**config.mk**
```make
export PLATFORM = sky130hd
export DESIGN_NAME = crossbar_scheduler_flat
export DESIGN_NICKNAME = d
export VERILOG_FILES = /design/src/rtl/crossbar_scheduler_pkg.sv /design/src/rtl/crossbar_scheduler_if.sv /design/src/rtl/crossbar_scheduler_rr_arbiter.sv /design/src/rtl/crossbar_scheduler.sv /design/src/flat_wrapper.sv
export SDC_FILE = /design/constraint.sdc
export NUM_CORES = 1
export LEC_CHECK = 0
export CAP_MARGIN = 20
export CELL_PAD_IN_SITES_DETAIL_PLACEMENT = 1
export CELL_PAD_IN_SITES_GLOBAL_PLACEMENT = 2
export CORE_MARGIN = 4
export CORE_UTILIZATION = 33
export DETAILED_ROUTE_END_ITERATION = 10
export PLACE_DENSITY = 0.85
export SLEW_MARGIN = 25
export SYNTH_ARGS = -nofsm -noshare
export SYNTH_HDL_FRONTEND = slang
export SYNTH_HIERARCHICAL = 1
export SYNTH_SLANG_ARGS = --single-unit
```
**constraint.sdc**
```tcl
create_clock -name clk -period 6.1 [get_ports clk]
set_input_delay 1.22 -clock clk [delete_from_list [all_inputs] [get_ports clk]]
set_output_delay 1.22 -clock clk [all_outputs]
set_load 0.05 [all_outputs]
```
**src/rtl/crossbar_scheduler_pkg.sv**
```systemverilog
// rtl/crossbar_scheduler_pkg.sv - shared parameters, header field layout and types for the 3x3 switch scheduler
package crossbar_scheduler_pkg;

  localparam int N_PORTS  = 3;
  localparam int DATA_W   = 32;
  localparam int LEN_W    = 10;
  localparam int DEST_LSB = 0;
  localparam int DEST_MSB = 1;
  localparam int LEN_LSB  = 2;
  localparam int LEN_MSB  = LEN_W + 1;

  typedef logic [1:0]       port_sel_t;
  typedef logic [LEN_W-1:0] pkt_len_t;

  typedef enum logic [1:0] {IDLE, XFER, DROP} sched_state_e;

  function automatic port_sel_t next_port(port_sel_t p);
    return (p == port_sel_t'(N_PORTS - 1)) ? port_sel_t'(0) : p + 2'd1;
  endfunction

  // A zero length field still carries the header word itself.
  function automatic pkt_len_t hdr_len(pkt_len_t l);
    return (l == '0) ? pkt_len_t'(1) : l;
  endfunction

  function automatic port_sel_t onehot_idx(logic [N_PORTS-1:0] oh);
    port_sel_t idx;
    idx = '0;
    for (int i = 0; i < N_PORTS; i++) begin
      if (oh[i]) idx = port_sel_t'(i);
    end
    return idx;
  endfunction

endpackage

```
**src/rtl/crossbar_scheduler_if.sv**
```systemverilog
// rtl/crossbar_scheduler_if.sv - Fifo-bank and megamux signals between the scheduler and the switch datapath
interface crossbar_scheduler_if;
  import crossbar_scheduler_pkg::*;

  logic [N_PORTS-1:0]        fifo_empty;
  logic [N_PORTS*DATA_W-1:0] fifo_head;
  logic [N_PORTS-1:0]        fifo_rd;
  logic [N_PORTS*2-1:0]      mux_sel;
  logic [N_PORTS-1:0]        out_valid;
  logic [N_PORTS-1:0]        out_sop;
  logic [N_PORTS-1:0]        out_eop;

  modport master (
    input  fifo_empty, fifo_head,
    output fifo_rd, mux_sel, out_valid, out_sop, out_eop
  );

  modport slave (
    output fifo_empty, fifo_head,
    input  fifo_rd, mux_sel, out_valid, out_sop, out_eop
  );

endinterface

```
**src/rtl/crossbar_scheduler_rr_arbiter.sv**
```systemverilog
// rtl/crossbar_scheduler_rr_arbiter.sv - round-robin pick of the first requester at or after ptr
module rr_arbiter
  import crossbar_scheduler_pkg::*;
(
  input  logic [N_PORTS-1:0] req,
  input  port_sel_t          ptr,
  output logic [N_PORTS-1:0] grant,
  output logic               valid
);

  logic      found;
  port_sel_t idx;

  always_comb begin
    grant = '0;
    found = 1'b0;
    idx   = '0;
    for (int k = 0; k < N_PORTS; k++) begin
      idx = port_sel_t'((int'(ptr) + k) % N_PORTS);
      if (!found && req[idx]) begin
        grant[idx] = 1'b1;
        found      = 1'b1;
      end
    end
  end

  assign valid = |req;

endmodule

```
**src/rtl/crossbar_scheduler.sv**
```systemverilog
// rtl/crossbar_scheduler.sv - per-output round-robin packet grants, megamux selects, Fifo pops and illegal-dest drops
// Optional SCHED_STATS_EN adds saturating forwarded/dropped packet counters readable via stat_sel/stat_data.
module crossbar_scheduler
  import crossbar_scheduler_pkg::*;
(
  input  logic                 clk,
  input  logic                 reset,
  input  logic                 sched_en,
  crossbar_scheduler_if.master sw,
  input  logic [2:0]           stat_sel,
  output logic [15:0]          stat_data
);

  port_sel_t          dest_w [N_PORTS];
  pkt_len_t           len_w  [N_PORTS];
  logic [N_PORTS-1:0] legal_w;
  logic [N_PORTS-1:0] busy_w;
  logic [N_PORTS-1:0] req_w  [N_PORTS];
  logic [N_PORTS-1:0] gnt_w  [N_PORTS];
  logic [N_PORTS-1:0] gnt_valid_w;
  logic [N_PORTS-1:0] fwd_done_w;
  logic [N_PORTS-1:0] drop_done_w;
  logic               unused_head;

  sched_state_e       out_state_q [N_PORTS], out_state_d [N_PORTS];
  port_sel_t          winner_q    [N_PORTS], winner_d    [N_PORTS];
  port_sel_t          rr_ptr_q    [N_PORTS], rr_ptr_d    [N_PORTS];
  pkt_len_t           out_rem_q   [N_PORTS], out_rem_d   [N_PORTS];
  logic [N_PORTS-1:0] sop_pend_q, sop_pend_d;
  sched_state_e       in_state_q  [N_PORTS], in_state_d  [N_PORTS];
  pkt_len_t           drop_rem_q  [N_PORTS], drop_rem_d  [N_PORTS];

  assign unused_head = ^sw.fifo_head;

  always_comb begin
    for (int i = 0; i < N_PORTS; i++) begin
      dest_w[i]  = sw.fifo_head[i*DATA_W + DEST_LSB +: 2];
      len_w[i]   = hdr_len(sw.fifo_head[i*DATA_W + LEN_LSB +: LEN_W]);
      legal_w[i] = (dest_w[i] != '0) && (dest_w[i] <= port_sel_t'(N_PORTS));
    end
  end

  // An input is busy while granted to an output or being drained.
  always_comb begin
    busy_w = '0;
    for (int i = 0; i < N_PORTS; i++) begin
      busy_w[i] = (in_state_q[i] == DROP);
    end
    for (int o = 0; o < N_PORTS; o++) begin
      if (out_state_q[o] == XFER) busy_w[winner_q[o]] = 1'b1;
    end
  end

  always_comb begin
    for (int o = 0; o < N_PORTS; o++) begin
      for (int i = 0; i < N_PORTS; i++) begin
        req_w[o][i] = sched_en && !sw.fifo_empty[i] && !busy_w[i] &&
                      (dest_w[i] == port_sel_t'(o + 1));
      end
    end
  end

  for (genvar g = 0; g < N_PORTS; g++) begin : g_arb
    rr_arbiter u_arb (
      .req   (req_w[g]),
      .ptr   (rr_ptr_q[g]),
      .grant (gnt_w[g]),
      .valid (gnt_valid_w[g])
    );
  end

  always_comb begin
    sw.fifo_rd   = '0;
    sw.mux_sel   = '0;
    sw.out_valid = '0;
    sw.out_sop   = '0;
    sw.out_eop   = '0;
    fwd_done_w   = '0;
    drop_done_w  = '0;
    sop_pend_d   = sop_pend_q;
    for (int o = 0; o < N_PORTS; o++) begin
      out_state_d[o] = out_state_q[o];
      winner_d[o]    = winner_q[o];
      rr_ptr_d[o]    = rr_ptr_q[o];
      out_rem_d[o]   = out_rem_q[o];
      case (out_state_q[o])
        IDLE: begin
          if (gnt_valid_w[o]) begin
            out_state_d[o] = XFER;
            winner_d[o]    = onehot_idx(gnt_w[o]);
            out_rem_d[o]   = len_w[onehot_idx(gnt_w[o])];
            sop_pend_d[o]  = 1'b1;
          end
        end
        XFER: begin
          sw.mux_sel[o*2 +: 2] = winner_q[o] + 2'd1;
          // An empty Fifo mid-packet stalls the transfer without releasing the grant.
          if (!sw.fifo_empty[winner_q[o]]) begin
            sw.fifo_rd[winner_q[o]] = 1'b1;
            sw.out_valid[o]         = 1'b1;
            sw.out_sop[o]           = sop_pend_q[o];
            sop_pend_d[o]           = 1'b0;
            if (out_rem_q[o] <= pkt_len_t'(1)) begin
              sw.out_eop[o]  = 1'b1;
              fwd_done_w[o]  = 1'b1;
              out_state_d[o] = IDLE;
              rr_ptr_d[o]    = next_port(winner_q[o]);
            end else begin
              out_rem_d[o] = out_rem_q[o] - pkt_len_t'(1);
            end
          end
        end
        default: out_state_d[o] = IDLE;
      endcase
    end
    for (int i = 0; i < N_PORTS; i++) begin
      in_state_d[i] = in_state_q[i];
      drop_rem_d[i] = drop_rem_q[i];
      if (in_state_q[i] == DROP) begin
        if (!sw.fifo_empty[i]) begin
          sw.fifo_rd[i] = 1'b1;
          if (drop_rem_q[i] <= pkt_len_t'(1)) begin
            in_state_d[i]  = IDLE;
            drop_done_w[i] = 1'b1;
          end else begin
            drop_rem_d[i] = drop_rem_q[i] - pkt_len_t'(1);
          end
        end
      end else if (sched_en && !busy_w[i] && !sw.fifo_empty[i] && !legal_w[i]) begin
        in_state_d[i] = DROP;
        drop_rem_d[i] = len_w[i];
      end
    end
  end

  always_ff @(posedge clk or negedge reset) begin
    if (!reset) begin
      for (int k = 0; k < N_PORTS; k++) begin
        out_state_q[k] <= IDLE;
        winner_q[k]    <= '0;
        rr_ptr_q[k]    <= '0;
        out_rem_q[k]   <= '0;
        in_state_q[k]  <= IDLE;
        drop_rem_q[k]  <= '0;
      end
      sop_pend_q <= '0;
    end else begin
      out_state_q <= out_state_d;
      winner_q    <= winner_d;
      rr_ptr_q    <= rr_ptr_d;
      out_rem_q   <= out_rem_d;
      in_state_q  <= in_state_d;
      drop_rem_q  <= drop_rem_d;
      sop_pend_q  <= sop_pend_d;
    end
  end

`ifdef SCHED_STATS_EN
  logic [15:0] fwd_cnt_q  [N_PORTS], fwd_cnt_d  [N_PORTS];
  logic [15:0] drop_cnt_q [N_PORTS], drop_cnt_d [N_PORTS];
  logic [15:0] stat_data_q, stat_data_d;

  always_comb begin
    for (int k = 0; k < N_PORTS; k++) begin
      fwd_cnt_d[k]  = fwd_cnt_q[k] +
                      ((fwd_done_w[k] && fwd_cnt_q[k] != 16'hFFFF) ? 16'd1 : 16'd0);
      drop_cnt_d[k] = drop_cnt_q[k] +
                      ((drop_done_w[k] && drop_cnt_q[k] != 16'hFFFF) ? 16'd1 : 16'd0);
    end
    case (stat_sel)
      3'd0:    stat_data_d = fwd_cnt_q[0];
      3'd1:    stat_data_d = fwd_cnt_q[1];
      3'd2:    stat_data_d = fwd_cnt_q[2];
      3'd3:    stat_data_d = drop_cnt_q[0];
      3'd4:    stat_data_d = drop_cnt_q[1];
      3'd5:    stat_data_d = drop_cnt_q[2];
      default: stat_data_d = '0;
    endcase
  end

  always_ff @(posedge clk or negedge reset) begin
    if (!reset) begin
      for (int k = 0; k < N_PORTS; k++) begin
        fwd_cnt_q[k]  <= '0;
        drop_cnt_q[k] <= '0;
      end
      stat_data_q <= '0;
    end else begin
      fwd_cnt_q   <= fwd_cnt_d;
      drop_cnt_q  <= drop_cnt_d;
      stat_data_q <= stat_data_d;
    end
  end

  assign stat_data = stat_data_q;
`else
  logic unused_stats;
  assign unused_stats = ^{stat_sel, fwd_done_w, drop_done_w};
  assign stat_data    = '0;
`endif

endmodule

```
**src/flat_wrapper.sv**
```systemverilog
// flat-port wrapper written by rule: the top's interface ports become plain ports
module crossbar_scheduler_flat import crossbar_scheduler_pkg::*;
  (clk, reset, sched_en, stat_sel, stat_data, sw_fifo_empty, sw_fifo_head, sw_fifo_rd, sw_mux_sel, sw_out_valid, sw_out_sop, sw_out_eop);
  crossbar_scheduler_if sw_i ();
  input  logic clk;
  input  logic reset;
  input  logic sched_en;
  input  logic [2:0] stat_sel;
  output logic [15:0] stat_data;
  input wire logic [$bits(sw_i.fifo_empty)-1:0] sw_fifo_empty;
  input wire logic [$bits(sw_i.fifo_head)-1:0] sw_fifo_head;
  output wire logic [$bits(sw_i.fifo_rd)-1:0] sw_fifo_rd;
  output wire logic [$bits(sw_i.mux_sel)-1:0] sw_mux_sel;
  output wire logic [$bits(sw_i.out_valid)-1:0] sw_out_valid;
  output wire logic [$bits(sw_i.out_sop)-1:0] sw_out_sop;
  output wire logic [$bits(sw_i.out_eop)-1:0] sw_out_eop;
  assign sw_i.fifo_empty = sw_fifo_empty;
  assign sw_i.fifo_head = sw_fifo_head;
  assign sw_fifo_rd = sw_i.fifo_rd;
  assign sw_mux_sel = sw_i.mux_sel;
  assign sw_out_valid = sw_i.out_valid;
  assign sw_out_sop = sw_i.out_sop;
  assign sw_out_eop = sw_i.out_eop;
  crossbar_scheduler u_core (.clk(clk), .reset(reset), .sched_en(sched_en), .sw(sw_i), .stat_sel(stat_sel), .stat_data(stat_data));
endmodule
```
Sequential cells coloured by netlist name:
Other sequential cells in the stronger grey, the rest of the logic in the fainter grey.
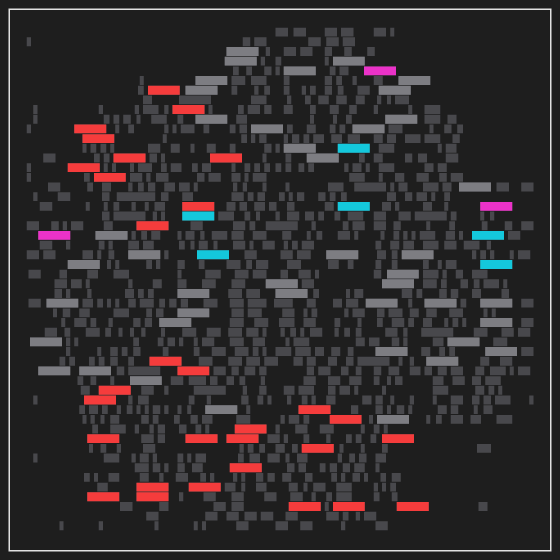
legend:
  cyan:
    signal: u_core/winner_q
    flops: 6
  magenta:
    signal: u_core/sop_pend_q
    flops: 3
  red:
    signal: u_core/drop_rem_q
    flops: 30
not coloured: 42
sequential cell area: 2030 um2
Seq area share: 25.6%

The clock network:
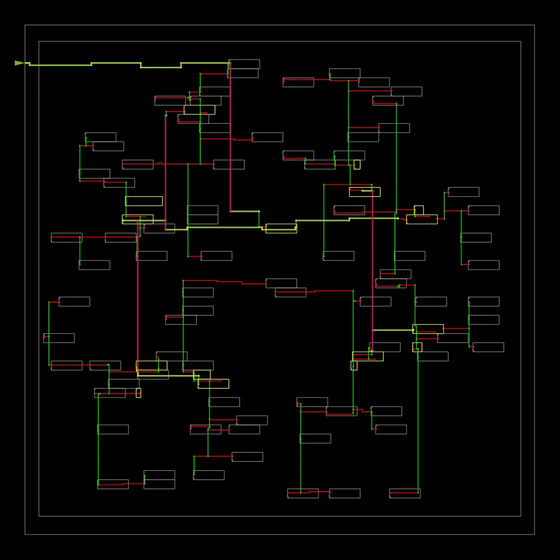
final sequential cell count: 81
TritonCTS Buffers: 9
clock skew: 0.00864 ns
Worst-Skew Late Latency: 0.35 ns

Floorplan with the power grid:
Pins as bars on the die edge.
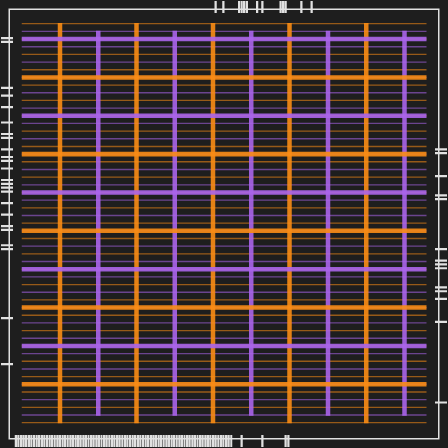
legend:
  orange:
    net: VSS
  purple:
    net: VDD
met4 straps: 10
rows: 52
met1 rails: 53
core area: 20300 um2
Die H: 152 um

Metal 1:
Supply wires on this layer in grey.
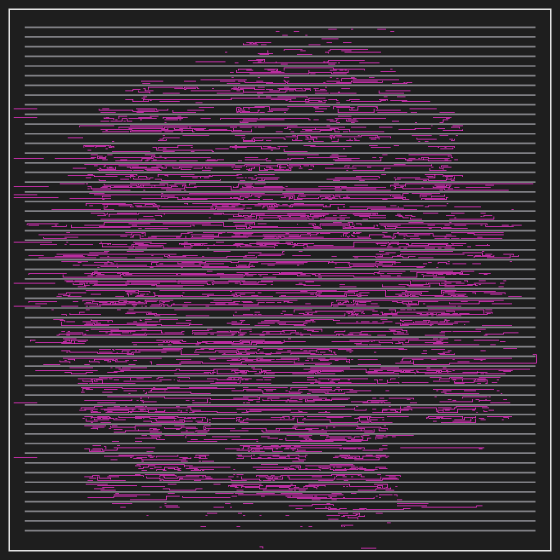
nets with wire on the layer: 858
main direction: horizontal
wire length on this layer: 11200 um
total number of vias: 6500
Detailed Route WL: 23.2 mm

Gate families picked out:
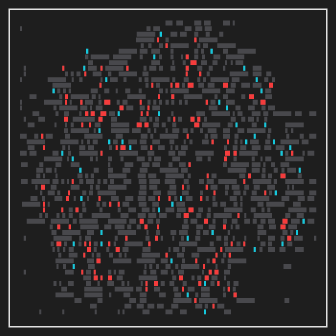
legend:
  red:
    family: nand cells
    cells: 134
    most_used: nand2_1
  cyan:
    family: inv cells
    cells: 48
    most_used: inv_1
Commonest Layout Cell: dfrtp_1
Comb area share: 55.4%
fin cells: 1147

==> impl_metrics.env <==
# source this file to load flow results
export IMPL_status="finished clean"
export IMPL_fin_nets=1012
export IMPL_design_area_um2=7910
export IMPL_use_met1_pct=28.6
export IMPL_grt_util_met2_pct=32.9
export IMPL_setup_viol=0
export IMPL_hold_class="reg -> reg"
export IMPL_setup_ws_ns=0.862
export IMPL_wl_met1_mm=11.2
export IMPL_rsz0062_at_grt="no"
export IMPL_ctsHoldBuffers=0
export IMPL_postCtsSetupBuffers=0
export IMPL_final_nonclk_buf_share_pct=8.71
export IMPL_pwr_share_seq_pct=30.7
export IMPL_switchingPower_mw=1.89
export IMPL_grt_pass1_wl_mm=36.6
export IMPL_initCoreUtil_pct=33.6
export IMPL_comb_area_um2=4380
export IMPL_wl_met2_mm=10.6
export IMPL_num_clock_buffers=11
export IMPL_postCtsResizedCells=0
export IMPL_final_cell_mix="dfrtp_1, nor2_1, nand2_1"
export IMPL_n_antenna_cell=0
export IMPL_die_area_um2=23000
export IMPL_total_power_mw=3.80
export IMPL_dp_hpwl_mm=17.2
export IMPL_grt_remaining_overflow=0
export IMPL_final_hold_violation_count=0
export IMPL_grtUsageTotal_pct=20.5
